File: src/rtl/tqvp_spi_target_pkg.sv
// Shared constants for the TinyQV SPI target: register map, status bit
// positions and default parameters.
package tqvp_spi_target_pkg;

  typedef logic [7:0] spi_byte_t;

  localparam logic [3:0] ADDR_STATUS = 4'd0;
  localparam logic [3:0] ADDR_TX     = 4'd1;
  localparam logic [3:0] ADDR_RX     = 4'd2;
  localparam logic [3:0] ADDR_CONFIG = 4'd3;

  localparam int ST_RX_NE     = 0;
  localparam int ST_RX_FULL   = 1;
  localparam int ST_TX_EMPTY  = 2;
  localparam int ST_CS_ACTIVE = 3;
  localparam int ST_OVERRUN   = 4;
  localparam int ST_UNDERRUN  = 5;

  localparam int        RX_DEPTH_DEF  = 4;
  localparam spi_byte_t IDLE_BYTE_DEF = 8'hFF;

endpackage

File: src/rtl/tqvp_spi_rx_fifo.sv
// Receive FIFO for the SPI target. A pop in the same cycle as a push makes
// room when full; flush wins over both.
module tqvp_spi_rx_fifo
  import tqvp_spi_target_pkg::*;
#(
  parameter int DEPTH = RX_DEPTH_DEF
) (
  input  logic      clk,
  input  logic      rstn,
  input  logic      i_push,
  input  logic      i_pop,
  input  logic      i_flush,
  input  spi_byte_t i_data,
  output logic      o_full,
  output logic      o_empty,
  output spi_byte_t o_head
);

  localparam int          AW     = $clog2(DEPTH);
  localparam logic [AW:0] C_FULL = (AW+1)'(DEPTH);

  spi_byte_t     r_mem [DEPTH];
  logic [AW-1:0] r_wr_ptr;
  logic [AW-1:0] r_rd_ptr;
  logic [AW:0]   r_count;
  logic          w_do_pop;
  logic          w_do_push;

  assign o_empty   = (r_count == '0);
  assign o_full    = (r_count == C_FULL);
  assign w_do_pop  = i_pop & ~o_empty;
  assign w_do_push = i_push & (~o_full | w_do_pop);
  assign o_head    = r_mem[r_rd_ptr];

  always_ff @(posedge clk) begin
    if (!rstn || i_flush) begin
      r_wr_ptr <= '0;
      r_rd_ptr <= '0;
      r_count  <= '0;
    end else begin
      if (w_do_push) r_wr_ptr <= r_wr_ptr + AW'(1);
      if (w_do_pop)  r_rd_ptr <= r_rd_ptr + AW'(1);
      r_count <= r_count + (AW+1)'(w_do_push) - (AW+1)'(w_do_pop);
    end
  end

  // Storage needs no reset: the head is only exposed when the count is non-zero.
  always_ff @(posedge clk) begin
    if (w_do_push) r_mem[r_wr_ptr] <= i_data;
  end

endmodule

File: src/rtl/tqvp_spi_target.sv
// SPI mode-0 target on the TinyQV peripheral bus: oversampled pins, shift
// registers, TX holding register, RX FIFO and the CPU register file.
module tqvp_spi_target
  import tqvp_spi_target_pkg::*;
#(
  parameter int        RX_DEPTH  = RX_DEPTH_DEF,
  parameter spi_byte_t IDLE_BYTE = IDLE_BYTE_DEF
) (
  input  logic       clk,
  input  logic       rstn,
  input  logic       spi_sck,
  input  logic       spi_cs_n,
  input  logic       spi_mosi,
  output logic       spi_miso,
  output logic       spi_miso_oe,
  input  logic [3:0] address,
  input  logic       data_write,
  input  logic       data_read,
  input  logic [7:0] data_in,
  output logic [7:0] data_out,
  output logic       irq
);

  logic r_sck_s1, r_sck_s2, r_sck_s3;
  logic r_cs_s1, r_cs_s2, r_cs_s3;
  logic r_mosi_s1, r_mosi_s2;

  logic      r_enable;
  spi_byte_t r_tx_reg;
  logic      r_tx_empty;
  logic      r_overrun;
  logic      r_underrun;
  spi_byte_t r_tx_shift;
  logic [6:0] r_rx_shift;
  logic [2:0] r_bit_cnt;

  logic      w_active, w_cs_fall, w_sck_rise, w_sck_fall;
  logic      w_tx_load, w_push_req, w_pop, w_drop;
  logic      w_wr_status, w_wr_tx, w_wr_cfg;
  logic      w_full, w_empty;
  spi_byte_t w_head, w_rx_byte, w_status;

  always_ff @(posedge clk) begin
    if (!rstn) begin
      {r_sck_s1, r_sck_s2, r_sck_s3} <= 3'b000;
      {r_cs_s1, r_cs_s2, r_cs_s3}    <= 3'b111;
      {r_mosi_s1, r_mosi_s2}         <= 2'b00;
    end else begin
      {r_sck_s1, r_sck_s2, r_sck_s3} <= {spi_sck, r_sck_s1, r_sck_s2};
      {r_cs_s1, r_cs_s2, r_cs_s3}    <= {spi_cs_n, r_cs_s1, r_cs_s2};
      {r_mosi_s1, r_mosi_s2}         <= {spi_mosi, r_mosi_s1};
    end
  end

  assign w_active   = r_enable & ~r_cs_s2;
  assign w_cs_fall  = r_enable & r_cs_s3 & ~r_cs_s2;
  assign w_sck_rise = w_active & r_sck_s2 & ~r_sck_s3;
  assign w_sck_fall = w_active & ~r_sck_s2 & r_sck_s3;
  // A zero count on a falling edge means the previous byte just completed.
  assign w_tx_load  = w_cs_fall | (w_sck_fall & (r_bit_cnt == 3'd0));
  assign w_push_req = w_sck_rise & (r_bit_cnt == 3'd7);
  assign w_rx_byte  = {r_rx_shift, r_mosi_s2};

  assign w_wr_status = data_write & (address == ADDR_STATUS);
  assign w_wr_tx     = data_write & (address == ADDR_TX);
  assign w_wr_cfg    = data_write & (address == ADDR_CONFIG);
  assign w_pop       = data_read & (address == ADDR_RX) & ~w_empty;
  assign w_drop      = w_push_req & w_full & ~w_pop;

  always_ff @(posedge clk) begin
    if (!rstn) begin
      r_bit_cnt  <= 3'd0;
      r_rx_shift <= '0;
      r_tx_shift <= '0;
    end else begin
      if (!w_active) begin
        r_bit_cnt  <= 3'd0;
        r_rx_shift <= '0;
      end else if (w_sck_rise) begin
        r_rx_shift <= w_rx_byte[6:0];
        r_bit_cnt  <= r_bit_cnt + 3'd1;
      end
      if (w_tx_load)       r_tx_shift <= r_tx_empty ? IDLE_BYTE : r_tx_reg;
      else if (w_sck_fall) r_tx_shift <= {r_tx_shift[6:0], 1'b0};
    end
  end

  // A CPU write to TX lands after the load, so it wins over the load's tx_empty set.
  always_ff @(posedge clk) begin
    if (!rstn) begin
      r_enable   <= 1'b0;
      r_tx_reg   <= '0;
      r_tx_empty <= 1'b1;
      r_overrun  <= 1'b0;
      r_underrun <= 1'b0;
    end else begin
      if (w_tx_load) r_tx_empty <= 1'b1;
      if (w_wr_tx) begin
        r_tx_reg   <= data_in;
        r_tx_empty <= 1'b0;
      end
      if (w_wr_cfg) r_enable <= data_in[0];
      r_overrun  <= (r_overrun & ~(w_wr_status & data_in[ST_OVERRUN])) | w_drop;
      r_underrun <= (r_underrun & ~(w_wr_status & data_in[ST_UNDERRUN])) |
                    (w_tx_load & r_tx_empty);
    end
  end

  tqvp_spi_rx_fifo #(.DEPTH(RX_DEPTH)) u_rx_fifo (
    .clk     (clk),
    .rstn    (rstn),
    .i_push  (w_push_req),
    .i_pop   (w_pop),
    .i_flush (~r_enable),
    .i_data  (w_rx_byte),
    .o_full  (w_full),
    .o_empty (w_empty),
    .o_head  (w_head)
  );

  always_comb begin
    w_status               = 8'h00;
    w_status[ST_RX_NE]     = ~w_empty;
    w_status[ST_RX_FULL]   = w_full;
    w_status[ST_TX_EMPTY]  = r_tx_empty;
    w_status[ST_CS_ACTIVE] = ~r_cs_s2;
    w_status[ST_OVERRUN]   = r_overrun;
    w_status[ST_UNDERRUN]  = r_underrun;
    data_out = 8'h00;
    case (address)
      ADDR_STATUS: data_out = w_status;
      ADDR_TX:     data_out = r_tx_reg;
      ADDR_RX:     data_out = w_empty ? 8'h00 : w_head;
      ADDR_CONFIG: data_out = {7'd0, r_enable};
      default:     data_out = 8'h00;
    endcase
  end

  assign spi_miso    = r_tx_shift[7];
  assign spi_miso_oe = w_active;
  assign irq         = r_enable & (~w_empty | r_overrun);

endmodule
File: config.mk
export PLATFORM = sky130hd
export DESIGN_NAME = tqvp_spi_target
export DESIGN_NICKNAME = d
export VERILOG_FILES = /design/src/rtl/tqvp_spi_target_pkg.sv /design/src/rtl/tqvp_spi_rx_fifo.sv /design/src/rtl/tqvp_spi_target.sv
export SDC_FILE = /design/constraint.sdc
export NUM_CORES = 1
export LEC_CHECK = 0
export ABC_CLOCK_PERIOD_IN_PS = 2400
export CAP_MARGIN = 30
export CORE_ASPECT_RATIO = 0.7
export CORE_MARGIN = 4
export CORE_UTILIZATION = 32
export DETAILED_ROUTE_END_ITERATION = 10
export GPL_TIMING_DRIVEN = 0
export PLACE_DENSITY = 0.5
export SLEW_MARGIN = 25
export SYNTH_ARGS = -nofsm -noshare
export SYNTH_HDL_FRONTEND = slang
export SYNTH_SLANG_ARGS = --single-unit
File: constraint.sdc
create_clock -name clk -period 2.4 [get_ports clk]
set_input_delay 0.36 -clock clk [delete_from_list [all_inputs] [get_ports clk]]
set_output_delay 0.36 -clock clk [all_outputs]
set_load 0.005 [all_outputs]
Cell classes on the final placement:
Fill, decap, tap and diode cells in grey.
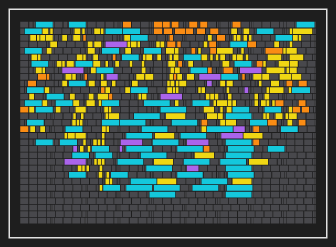
clock drivers and dummy loads: drawn in purple, cells 16. combinational and other logic: drawn in yellow, cells 210. sequential cells: drawn in cyan, cells 79. remaining buffers and delay cells: drawn in orange, cells 50.

Cell outlines without signal wires:
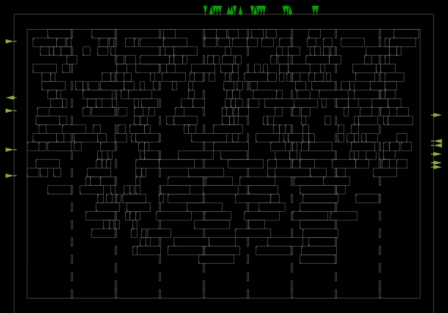
fin util: 0.408
num sequential: 79

==> results_slide.txt <==
Flow Results at a Glance

Run status
  – Status: finished clean

Synth
  – Avg Synthesized Cell Area: about 11 um^2
  – Post-synthesis cell count from yosys: around 310
  – Post-synthesis cell area: ~3400 um^2
  – Yosys warns: 0
  – Cell area leaders: edfxtp_1 28%, dfxtp_1 27%, mux4_2 5.3%, nand2_1 4.9%, a21boi_1 3.5%
  – Synth Net Count: between 300 and 400
  – Area leader share: 0.281
  – Ys flop type: dfxtp_1

Placed design
  – Dpl hpwl: 5.78 mm
  – RePlAce Congestion: 0.768

Power
  – Internal: roughly 2200 uW
  – Lkg Pwr: around 0.0015 uW
  – Net Sw Frac: 0.203
  – Flop pwr share: 0.502
  – Share of total power in combinational logic: 0.034
  – Worst IR drop on VDD: a little over 0.3 mV

Critical path
  – CP Cell Sequence: buf_6, buf_4, mux4_2, a32oi_1, o21ai_1, dlygate4sd2_1
  – Crit-path max FO: 4
  – Worst EP arrival: approximately 1900 ps

Die
  – Die W: approximately 130 um
  – Rows: 31
  – IO Pins: 30
  – Die area: about 12,000 um^2
  – Die Ht: 94.5 um

Job
  – Max-cap viol count: 0
  – Tool Warnings: 31

Layout
  – # diodes: 0
  – Number of flip-flops under the largest register name: 32
  – Layout cells sized above 1: 0.152
  – Non-Filler Instances: slightly below 500

GRT
  – Number of global-route vias before repair: 2,358
  – Global route total overflow: 0

Clocking
  – CTS tree: built
  – Number of clock sinks: a little under 80

Timing
  – F_max: 0.438 GHz
  – RSZ-0062 raised after global routing: false
  – Worst-Margin Slew: between 600 and 700 ps
  – Hold WS: approximately 400 ps
  – Slew HR: 0.571

Detailed routing
  – Vias per cell: slightly below 5
  – DRT iter0 DRCs: approximately 140
  – Post-route ant nets: 0
Port wiring:
Bar = 50 um.
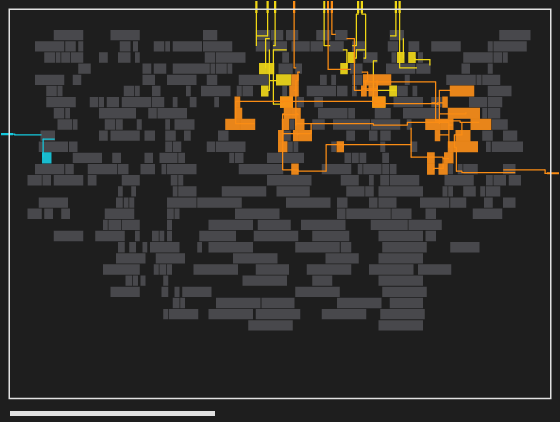
address: drawn in orange, direction input, end cells 35, buffers 6, wire 382 um. spi_cs_n: drawn in cyan, direction input, end cells 1, buffers 1, wire 14.5 um. data_in: drawn in yellow, direction input, end cells 11, buffers 8, wire 162 um.

Routed metal, one colour a layer:
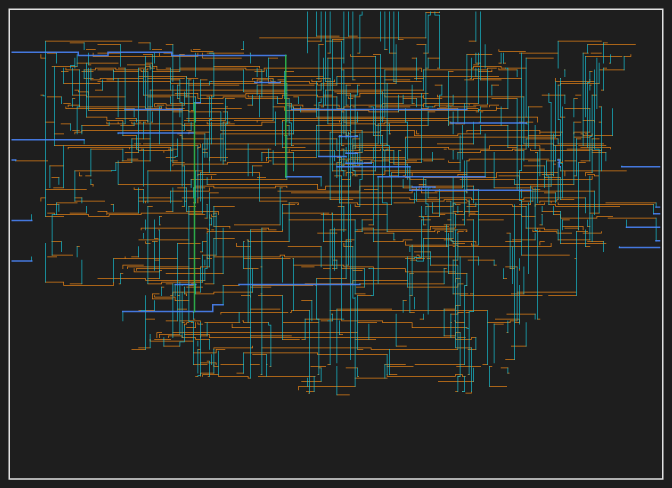
metal 2: drawn in cyan, wire length 3,260 um. metal 1: drawn in orange, wire length 4,330 um. metal 3: drawn in blue, wire length 330 um. metal 4: drawn in green, wire length 66.6 um.

## layout make-up
class | instances | share of cell area
buffer | 15 | 0.0195
sequential | 79 | 0.449
clock inverter | 3 | 0.00383
tap | 132 | 0.0389
clock buffer | 13 | 0.0637
inverter | 8 | 0.00708
timing repair buffer | 35 | 0.0782
multi-input combinational | 202 | 0.340
## cells by family (layout without fill, tap and decap cells)
| family | count (synthesis) | count (layout) | share of synthesized area |
|---|---|---|---|
| and+or+nand+nor | 117 | 117 | 0.181 |
| AOI/OAI and AO/OA | 58 | 58 | 0.116 |
| muxes | 13 | 13 | 0.0673 |
| DFF | 79 | 79 | 0.556 |
| xor gates and xnor gates | 4 | 4 | 0.0102 |
| adders and majority gates | 10 | 10 | 0.0387 |
| buffers and inverters | 24 | 74 | 0.0314 |
## through the flow
stage / setup WS, ps / cell area [um^2] / power, uW
6_report: 117 / 4240 / 2790
5_1_grt: 29.2 / 4240 / 2910
4_1_cts: -55.3 / 4200 / 2840
3_5_place_dp: -453 / 3870 / 1520
3_3_place_gp: -421 / 3870 / 1520
2_1_floorplan: 214 / 3420 / 1470
## routing by layer
metal	global-route usage	share of wire
met2	0.189	0.41
met4	0.0420	0.0083
met1	0.205	0.54
met5	0	0
met3	0.0389	0.041
## worst max-delay path: cells and delay by family, from the launching register on
family / cells / cell delay, ps
buf+inv: 3 / 520
compound gates: 2 / 260
flops: 1 / 320
mux: 1 / 490
## cells in the final DEF (no fill, tap or decap), types with 9 or more instances in the layout
master / instances
clkdlybuf4s50_1: 17
a21boi_1: 16
a21oi_1: 12
nor2_1: 15
dfxtp_1: 45
clkbuf_16: 9
nand2_1: 45
dlygate4sd2_1: 9
edfxtp_1: 32
nand3_1: 15
ha_1: 9
## what timing repair did
action	in CTS	in global routing
buffers inserted	3	4
gates resized	19	5
endpoints found under the setup margin	10	4
pin swaps	5	2
## power by group through the flow
stage	clock network (uW)	logic (uW)	registers, uW
final	1290	95.6	1400
after global placement	0	93.4	1430
after floorplan	0	45.1	1430
after detailed placement	0	93.7	1430
after global routing	1400	104	1400
after CTS	1340	95.8	1400
## final timing paths
| check | start | endpoint | slack [ps] | cells past startpoint |
|---|---|---|---|---|
| max | flop | data_out[0] | 120 | 6 |
| min | r_cs_s1 | r_cs_s2 | 400 | 1 |
| max reg2reg | u_rx_fifo.r_count[0] | u_rx_fifo.r_count[2] | 270 | 9 |
| min reg2reg | r_cs_s1 | r_cs_s2 | 400 | 1 |
Power is estimated from default activity; no workload was simulated.
